Fig. 1: run 1, cell placement
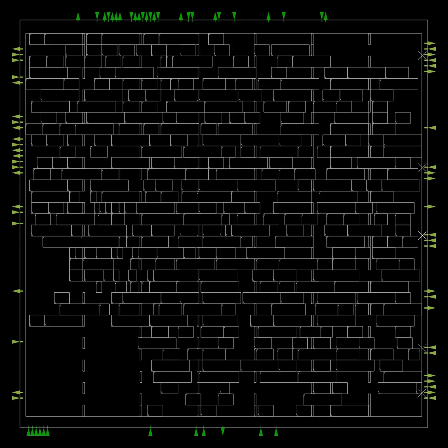
Fig. 2: run 1, met3 routing
Scale bar: 20 µm.
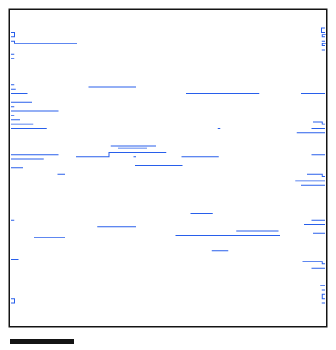
Fig. 3: run 1, wiring by layer
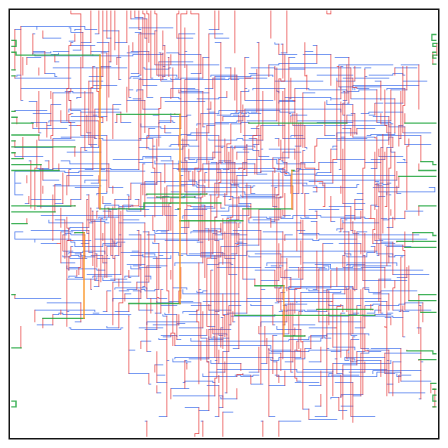
Fig. 4: run 1, routed clock nets over the placement
Scale bar: 20 µm.
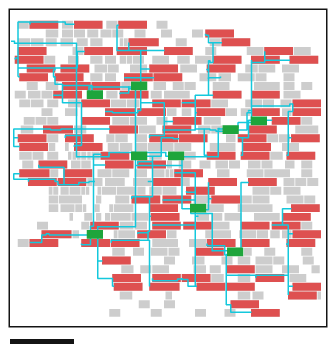
## config.mk

```make
export PLATFORM = sky130hd
export DESIGN_NAME = jtcop_mcu_bridge
export DESIGN_NICKNAME = d
export VERILOG_FILES = /design/src/rtl/jtcop_mcu_bridge.sv
export SDC_FILE = /design/constraint.sdc
export NUM_CORES = 1
export LEC_CHECK = 0
export CAP_MARGIN = 20
export CORE_MARGIN = 1
export CORE_UTILIZATION = 53
export CTS_CLUSTER_SIZE = 28
export DETAILED_ROUTE_END_ITERATION = 12
export PLACE_DENSITY = 0.84
export SLEW_MARGIN = 15
export SYNTH_ARGS = -nofsm -noshare
export SYNTH_HDL_FRONTEND = slang
export SYNTH_SLANG_ARGS = --single-unit
```

## constraint.sdc

```tcl
create_clock -name clk -period 3.5 [get_ports clk]
set_input_delay 0.7 -clock clk [delete_from_list [all_inputs] [get_ports clk]]
set_output_delay 0.7 -clock clk [all_outputs]
set_load 0.01 [all_outputs]
```

## src/rtl/jtcop_mcu_bridge.sv

```systemverilog
// Command FIFO / INT1 handshake and 16-bit response latch between the 68000 and the i8751 MCU.
// Optional INT1 acknowledge watchdog enabled by defining JTCOP_MCU_TIMEOUT_EN.
module jtcop_mcu_bridge #(
  parameter int DEPTH   = 4,
  parameter int TIMEOUT = 4096
) (
  input  logic        clk,
  input  logic        rstn,
  input  logic [15:0] main_din,
  input  logic        main_we,
  input  logic        main_re,
  input  logic [2:0]  sel_hi,
  output logic [15:0] main_dout,
  output logic        rsp_valid,
  output logic        cmd_full,
  input  logic [7:0]  p0_o,
  input  logic [7:0]  p2_o,
  input  logic [7:0]  p3_o,
  output logic [7:0]  p0_i,
  output logic [7:0]  p3_i,
  output logic        int1n,
  output logic        mcu_err
);

  localparam int AW = (DEPTH > 1) ? $clog2(DEPTH) : 1;
  localparam int CW = $clog2(DEPTH + 1);

  typedef enum logic [1:0] {
    ST_IDLE = 2'd0,
    ST_REQ  = 2'd1,
    ST_SERV = 2'd2
  } state_t;

  function automatic logic [AW-1:0] ptr_inc(input logic [AW-1:0] p);
    if (p == AW'(DEPTH - 1)) ptr_inc = {AW{1'b0}};
    else                     ptr_inc = p + AW'(1);
  endfunction

  logic              we_q, re_q;
  logic [7:0]        p2_q;
  logic [15:0]       mem_q [DEPTH];
  logic [15:0]       mem_d [DEPTH];
  logic [AW-1:0]     rd_ptr_q, rd_ptr_d, wr_ptr_q, wr_ptr_d;
  logic [CW-1:0]     cnt_q, cnt_d;
  logic              full_q, full_d;
  state_t            state_q, state_d;
  logic              int1n_q, int1n_d;
  logic [7:0]        p0_i_q, p0_i_d;
  logic [15:0]       dout_q, dout_d;
  logic              rsp_q, rsp_d;

  logic              we_rise_s, re_rise_s, push_s, pop_s, empty_s;
  logic [7:0]        p2_rise_s;
  logic [15:0]       head_s;
  logic              unused_s;

  assign we_rise_s = main_we & ~we_q;
  assign re_rise_s = main_re & ~re_q;
  assign p2_rise_s = p2_o & ~p2_q;
  assign empty_s   = (cnt_q == {CW{1'b0}});
  assign head_s    = mem_q[rd_ptr_q];
  assign push_s    = we_rise_s && (cnt_q != CW'(DEPTH));

`ifdef JTCOP_MCU_TIMEOUT_EN
  localparam int TW = $clog2(TIMEOUT) + 1;
  logic [TW-1:0] tmo_q, tmo_d;
  logic          err_q, err_d;
`endif

  // Handshake FSM: INT1 is requested while REQ, dropped once the MCU acknowledges
  always_comb begin
    state_d = state_q;
    pop_s   = 1'b0;
`ifdef JTCOP_MCU_TIMEOUT_EN
    err_d   = err_q;
    tmo_d   = (state_q == ST_REQ) ? (tmo_q + TW'(1)) : {TW{1'b0}};
`endif
    case (state_q)
      ST_IDLE: begin
        if (!empty_s) state_d = ST_REQ;
        else          state_d = ST_IDLE;
      end
      ST_REQ: begin
        if (!p2_o[3]) begin
          state_d = ST_SERV;
`ifdef JTCOP_MCU_TIMEOUT_EN
        end else if (tmo_q == TW'(TIMEOUT - 1)) begin
          // MCU ignored the request: drop the command and flag it
          state_d = ST_IDLE;
          pop_s   = 1'b1;
          err_d   = 1'b1;
`endif
        end else begin
          state_d = ST_REQ;
        end
      end
      ST_SERV: begin
        if (p2_rise_s[5]) begin
          state_d = ST_IDLE;
          pop_s   = 1'b1;
        end else begin
          state_d = ST_SERV;
        end
      end
      default: state_d = ST_IDLE;
    endcase
    int1n_d = (state_d != ST_REQ);
  end

  // Command FIFO bookkeeping; a push into a full FIFO is discarded
  always_comb begin
    mem_d    = mem_q;
    wr_ptr_d = wr_ptr_q;
    rd_ptr_d = rd_ptr_q;
    if (push_s) begin
      mem_d[wr_ptr_q] = main_din;
      wr_ptr_d        = ptr_inc(wr_ptr_q);
    end else begin
      wr_ptr_d = wr_ptr_q;
    end
    if (pop_s) rd_ptr_d = ptr_inc(rd_ptr_q);
    else       rd_ptr_d = rd_ptr_q;
    case ({push_s, pop_s})
      2'b10:   cnt_d = cnt_q + CW'(1);
      2'b01:   cnt_d = cnt_q - CW'(1);
      default: cnt_d = cnt_q;
    endcase
    full_d = (cnt_d == CW'(DEPTH));
  end

  // MCU port reads of the head word and response assembly for the main CPU
  always_comb begin
    p0_i_d = p0_i_q;
    dout_d = dout_q;
    rsp_d  = rsp_q;
    if (p2_rise_s[5])      p0_i_d = empty_s ? 8'hFF : head_s[7:0];
    else if (p2_rise_s[4]) p0_i_d = empty_s ? 8'hFF : head_s[15:8];
    else                   p0_i_d = p0_i_q;
    if (p2_rise_s[6]) dout_d[7:0]  = p0_o;
    else              dout_d[7:0]  = dout_q[7:0];
    if (p2_rise_s[7]) dout_d[15:8] = p0_o;
    else              dout_d[15:8] = dout_q[15:8];
    // a fresh response beats a simultaneous read
    if (p2_rise_s[7])   rsp_d = 1'b1;
    else if (re_rise_s) rsp_d = 1'b0;
    else                rsp_d = rsp_q;
  end

  // State registers; edge copies reset high so release never looks like a rise
  always_ff @(posedge clk or negedge rstn) begin
    if (!rstn) begin
      we_q     <= 1'b1;
      re_q     <= 1'b1;
      p2_q     <= 8'hFF;
      for (int i = 0; i < DEPTH; i++) mem_q[i] <= 16'h0000;
      rd_ptr_q <= {AW{1'b0}};
      wr_ptr_q <= {AW{1'b0}};
      cnt_q    <= {CW{1'b0}};
      full_q   <= 1'b0;
      state_q  <= ST_IDLE;
      int1n_q  <= 1'b1;
      p0_i_q   <= 8'h00;
      dout_q   <= 16'h0000;
      rsp_q    <= 1'b0;
    end else begin
      we_q     <= main_we;
      re_q     <= main_re;
      p2_q     <= p2_o;
      mem_q    <= mem_d;
      rd_ptr_q <= rd_ptr_d;
      wr_ptr_q <= wr_ptr_d;
      cnt_q    <= cnt_d;
      full_q   <= full_d;
      state_q  <= state_d;
      int1n_q  <= int1n_d;
      p0_i_q   <= p0_i_d;
      dout_q   <= dout_d;
      rsp_q    <= rsp_d;
    end
  end

`ifdef JTCOP_MCU_TIMEOUT_EN
  // Watchdog counter and sticky error flag
  always_ff @(posedge clk or negedge rstn) begin
    if (!rstn) begin
      tmo_q <= {TW{1'b0}};
      err_q <= 1'b0;
    end else begin
      tmo_q <= tmo_d;
      err_q <= err_d;
    end
  end
  assign mcu_err  = err_q;
  assign unused_s = ^{p3_o[7:5], p2_rise_s[3:0]};
`else
  assign mcu_err  = 1'b0;
  assign unused_s = ^{p3_o[7:5], p2_rise_s[3:0], 1'(TIMEOUT)};
`endif

  assign main_dout = dout_q;
  assign rsp_valid = rsp_q;
  assign cmd_full  = full_q;
  assign p0_i      = p0_i_q;
  assign int1n     = int1n_q;
  assign p3_i      = {sel_hi, p3_o[4:0]};

endmodule

```

==> results.sh, run 1 <==
# yosys + openroad results
export IMPL_outcome="finished, violations left"
export IMPL_violations="DRC"
export IMPL_dieArea_mm2=0.00969
export IMPL_rsz0062_at_grt="no"
export IMPL_common_cells="99 x dfrtp_1, 42 x mux2_2, 40 x mux2_4, 33 x mux2i_1, 10 x buf_4"
export IMPL_slew_headroom_pct=49.6
export IMPL_r2r_start="cnt_q[0]"
export IMPL_die_w_um=98.5
export IMPL_taps=108
export IMPL_fp_nets=366
export IMPL_drc=5
export IMPL_clk_pin_slew_ns=0.11
export IMPL_top_area_cell="dfrtp_1"
export IMPL_yosys_warnings=0
export IMPL_regArea_mm2=0.00266
export IMPL_ys_area_mm2=0.00493
export IMPL_hp_class="in -> async"
export IMPL_ys_sh_aoi_pct=2.36
export IMPL_ys_ff=106
export IMPL_worstSetupEndpointType="flip-flop"
export IMPL_ys_cells=312
export IMPL_boundaryPins=83
export IMPL_max_cap_violations=0
export IMPL_max_freq_mhz=328
export IMPL_avgRoutedWirePerCell_um=18.7
export IMPL_worst_pin_slew_ns=0.755
export IMPL_topCellsByArea="dfrtp_1 50%, mux2_4 12%, mux2_2 9.6%, mux2i_1 6.7%, dfstp_2 3.7%"
export IMPL_peakVddDrop_uv=365
export IMPL_setup_tns_ns=0
export IMPL_h_tree_depth=3
export IMPL_switchingPower_mw=1.42
export IMPL_crit_arrival_ns=3.30
export IMPL_synth_mux_area_fraction_pct=32.1
export IMPL_r2r_cells=9
export IMPL_drt_total_wl_mm=8.96
export IMPL_finalMaxSlewViolations=0
export IMPL_postCtsResizedCells=0
export IMPL_cts_tree="built"
export IMPL_nNetsFinal=419
export IMPL_root_buffer="clkbuf_8"
export IMPL_grt_ovfl_total=0
export IMPL_simple_gate_share_pct=3.88
export IMPL_viasPerCell=5.58
export IMPL_track_usage_pct=20.6
export IMPL_fp_row_count=34
export IMPL_setup_violations=0
export IMPL_clockBufferCount=9
export IMPL_period_needed_ns=3.05
-- Fig. 1 (at the start) --
Seq area share: 46.7%
Final Instance Count excl. Fillers: 478
CORE AREA: 0.00885 mm²
FFs & Latches: 106

-- Fig. 2 (at the start) --
wire length on this layer = 392 µm
nets with wire on the layer = 46

-- Fig. 3 (at the start) --
green -> met3  # wire length 392 µm
red -> met2  # wire length 4500 µm
blue -> met1  # wire length 3950 µm
orange -> met4  # wire length 119 µm

-- Fig. 4 (at the start) --
red -> flip-flops  # count 106
green -> cells driving clock nets  # count 9
cyan -> clock wires  # length 1150 µm
routed clock nets = 10
flops lie = spread over the die

[run 1: stage by stage]
stage	worst slack [ns]	utilization [%]	instance area, µm²	power [mW]	hold WS (ns)
6_report	0.448	64.5	5700	4.61	0.327
5_1_grt	0.308	64.5	5700	4.90	0.368
4_1_cts	0.485	64.5	5700	4.65	0.337
3_5_place_dp	0.133	62.0	5480	3.83	0.491
3_3_place_gp	0.336	62.0	5480	3.74	0.486
2_1_floorplan	0.734	-	4930	3.37	0.404
[run 1: worst reg2reg max path: cells and delay by family (launching register included)]
kind                     cells  cell delay (ns)
buffers and inverters        2             0.12
AND/OR/NAND/NOR              3             1.31
flip-flops                   1             0.45
AND-OR/OR-AND                1             0.35
adder cells (fa/ha/maj)      2             0.54
XOR/XNOR                     1             0.16
[run 1: cell usage in the layout (no fill, tap or decap), drive strengths merged, types with 2 or more instances in the layout]
| cell | n |
|---|---|
| clkinv | 2 |
| clkdlybuf4s50 | 58 |
| mux2i | 33 |
| nand2b | 3 |
| nand2 | 5 |
| ha | 6 |
| inv | 13 |
| nor2b | 2 |
| mux4 | 8 |
| nand3 | 6 |
| a2bb2oi | 8 |
| clkbuf | 9 |
| o21ai | 5 |
| dfrtp | 99 |
| dfstp | 7 |
| buf | 7 |
| mux2 | 82 |
| nor2 | 3 |
[run 1: power by group through the flow]
stage	clock, mW	sequential (mW)	combinational (mW)
global route	0.877	2.16	1.87
floorplan	0	2.02	1.35
detailed placement	0	2.11	1.72
CTS	0.829	2.09	1.73
finish	0.806	2.09	1.71
global placement	0	2.07	1.66
[run 1: layer usage]
metal  wire, µm  track usage, %  part of all wire, %
met1       3950            27.7                   44
met4        119            6.31                  1.3
met2       4500            34.1                   50
met5          0               0                    0
met3        391            4.33                  4.4
Fig. 5: run 1, layout detail
Region (29, 10) to (69, 50) µm. Cells in grey, sequential cells in the stronger grey; small squares are vias.
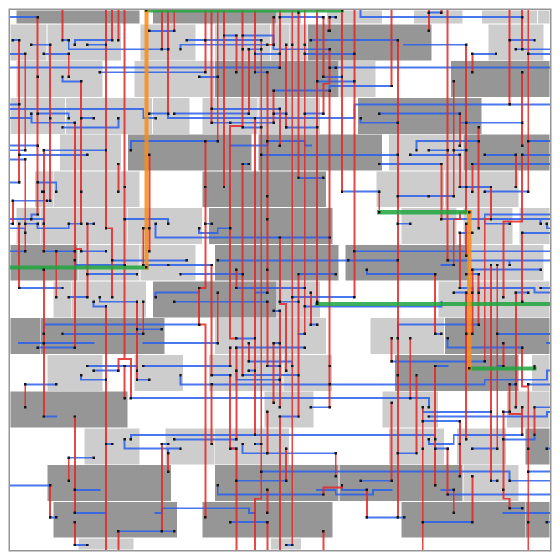

--- run 2 (diff from run 1) ---
--- a/config.mk
+++ b/config.mk
@@ -10,7 +10,7 @@
 export CORE_UTILIZATION = 53
 export CTS_CLUSTER_SIZE = 28
 export DETAILED_ROUTE_END_ITERATION = 12
-export PLACE_DENSITY = 0.84
+export PLACE_DENSITY = 0.81
 export SLEW_MARGIN = 15
 export SYNTH_ARGS = -nofsm -noshare
 export SYNTH_HDL_FRONTEND = slang
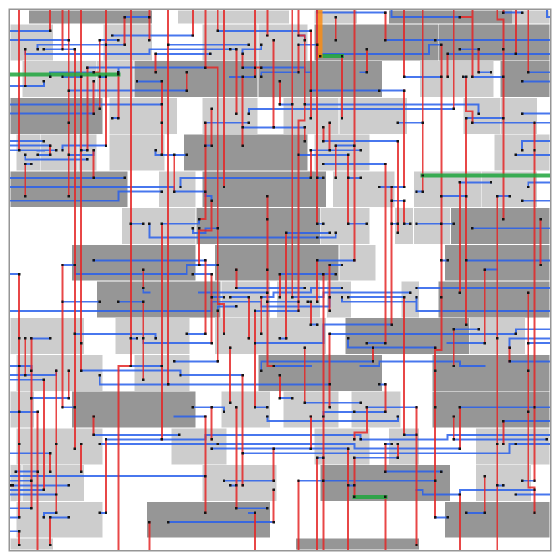
Fig. 6. Layout detail (run 2).
Region (29, 10) to (69, 50) µm. Cells in grey, sequential cells in the stronger grey; small squares are vias.
blue -> met1
orange -> met4
green -> met3
red -> met2
netlist names of flops here include = `mem_q` (17), `p0_i` (2), `rd_ptr_q` (2)
most frequent = dfrtp_1 (22), mux2_2 (12), mux2_4 (7)
cells with their middle in the window = 74
sequential cells in the window = 23

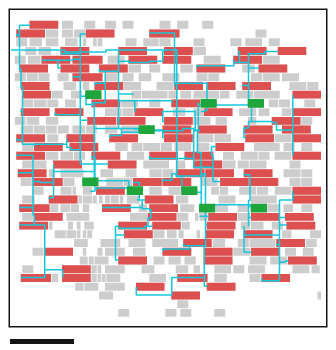
Fig. 7. Routed clock nets over the placement (run 2).
Scale bar: 20 µm.
green -> cells driving clock nets  # count 9
red -> flip-flops  # count 106
cyan -> clock wires  # length 1140 µm
routed clock nets = 10

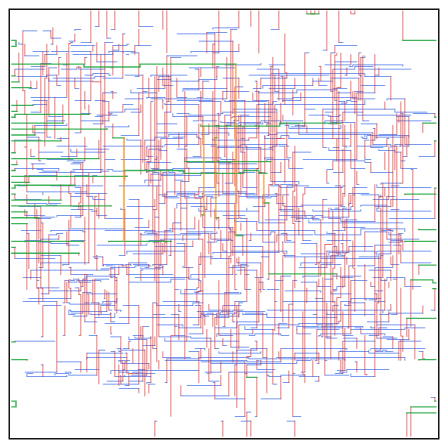
Fig. 8. Wiring by layer (run 2).
blue -> met1  # wire length 3900 µm
red -> met2  # wire length 4130 µm
orange -> met4  # wire length 109 µm
green -> met3  # wire length 485 µm

==> run 2 against run 1 <==
  * The flow still finishes with violations (DRC)
  * Critical path depth unchanged
  * Synthesized cell count unchanged
  * Total power decreased by 2.4%
  * Highest routed layer unchanged
==> results.sh, run 2 <==
# yosys + openroad results
export IMPL_max_cap_violations=0
export IMPL_fin_ws_ns=0.533
export IMPL_hold_slack_ns=0.411
export IMPL_ys_cells=312
export IMPL_met3_usage_pct=5.53
export IMPL_regArea_mm2=0.00266
export IMPL_place_area_mm2=0.00549
export IMPL_cts_tree="built"
export IMPL_post_place_ws_ns=0.158
export IMPL_ys_area_mm2=0.00493
export IMPL_root_buffer="clkbuf_8"
export IMPL_fp_nets=366
export IMPL_utilization_pct=64.2
export IMPL_postCtsResizedCells=0
export IMPL_gr_usage_met1_pct=26.1
export IMPL_track_usage_pct=19.3
export IMPL_fp_row_count=34
export IMPL_common_cells="99 x dfrtp_1, 42 x mux2_2, 40 x mux2_4, 33 x mux2i_1, 10 x buf_4"
export IMPL_worstSetupEndpointType="flip-flop"
export IMPL_total_power_mw=4.50
export IMPL_gr_max_usage_layer="met2"
export IMPL_violations="DRC"
export IMPL_finalMaxSlewViolations=0
export IMPL_setup_tns_ns=0
export IMPL_top_area_cell="dfrtp_1"
export IMPL_outcome="finished, violations left"
export IMPL_h_tree_depth=3
export IMPL_use_met2_pct=30.7
export IMPL_clk_pin_slew_ns=0.10
export IMPL_boundaryPins=83
export IMPL_synthArstFlopShare_pct=100
export IMPL_lay_top_count="dfrtp_1"
export IMPL_dieArea_mm2=0.00969
export IMPL_peakVddDrop_uv=401
export IMPL_most_common_layout_cells="99 x dfrtp_1, 58 x clkdlybuf4s50_1, 42 x mux2_2"
export IMPL_grt_ovfl_total=0
export IMPL_slew_headroom_pct=48.9
export IMPL_setup_violations=0
export IMPL_rsz0062_at_grt="no"
export IMPL_drc=1
export IMPL_yosys_warnings=0
export IMPL_nNetsFinal=420
export IMPL_dr_pass1_iters=11
export IMPL_worst_pin_slew_ns=0.766
export IMPL_ys_ff=106
[run 2: report_power, final]
part | switching (mW) | leakage [nW] | internal (mW)
clock | 0.436 | 0.0884 | 0.271
combinational | 0.630 | 1.23 | 1.10
sequential | 0.315 | 1.26 | 1.74
total | 1.38 | 2.57 | 3.12
[run 2: logic make-up (layout without fill, tap and decap cells)]
family | after synthesis | in the layout | synth area share (%)
buffers and inverters | 32 | 91 | 5.30
AND/OR/NAND/NOR | 25 | 25 | 3.88
multiplexers | 123 | 123 | 32.1
adder cells (fa/ha/maj) | 7 | 7 | 1.93
other | 1 | 1 | 0.0760
XOR/XNOR | 2 | 2 | 0.355
flip-flops | 106 | 106 | 54.0
AND-OR/OR-AND | 16 | 16 | 2.36
[run 2: cell type report]
type                    instances  share of cell area (%)
multi-input cells             174                    35.4
repair buffers                 66                    11.5
inverters                       9                   0.595
clock inverters                 7                    1.08
flip-flops and latches        106                    46.9
clock buffers                   9                    2.18
well taps                     108                    2.38
[run 2: layer usage]
layer | wire length (µm) | part of all wire (%)
met4 | 108 | 1.3
met3 | 484 | 5.6
met2 | 4130 | 48
met5 | 0 | 0
met1 | 3900 | 45
[run 2: worst paths after layout]
path / cells after the start / slack [ns] / to / startpoint
min: 1 / 0.41 / mem_q[60] / rstn
min in group clk: 1 / 0.51 / mem_q[51] / mem_q[51]
max reg2reg: 9 / 0.57 / cmd_full / cnt_q[0]
max in group asynchronous: 2 / 2.31 / p2_q[5] / rstn
min reg2reg: 1 / 0.51 / mem_q[51] / mem_q[51]
max: 9 / 0.53 / cmd_full / p2_o[5]
Power and IR drop assume default switching activity.
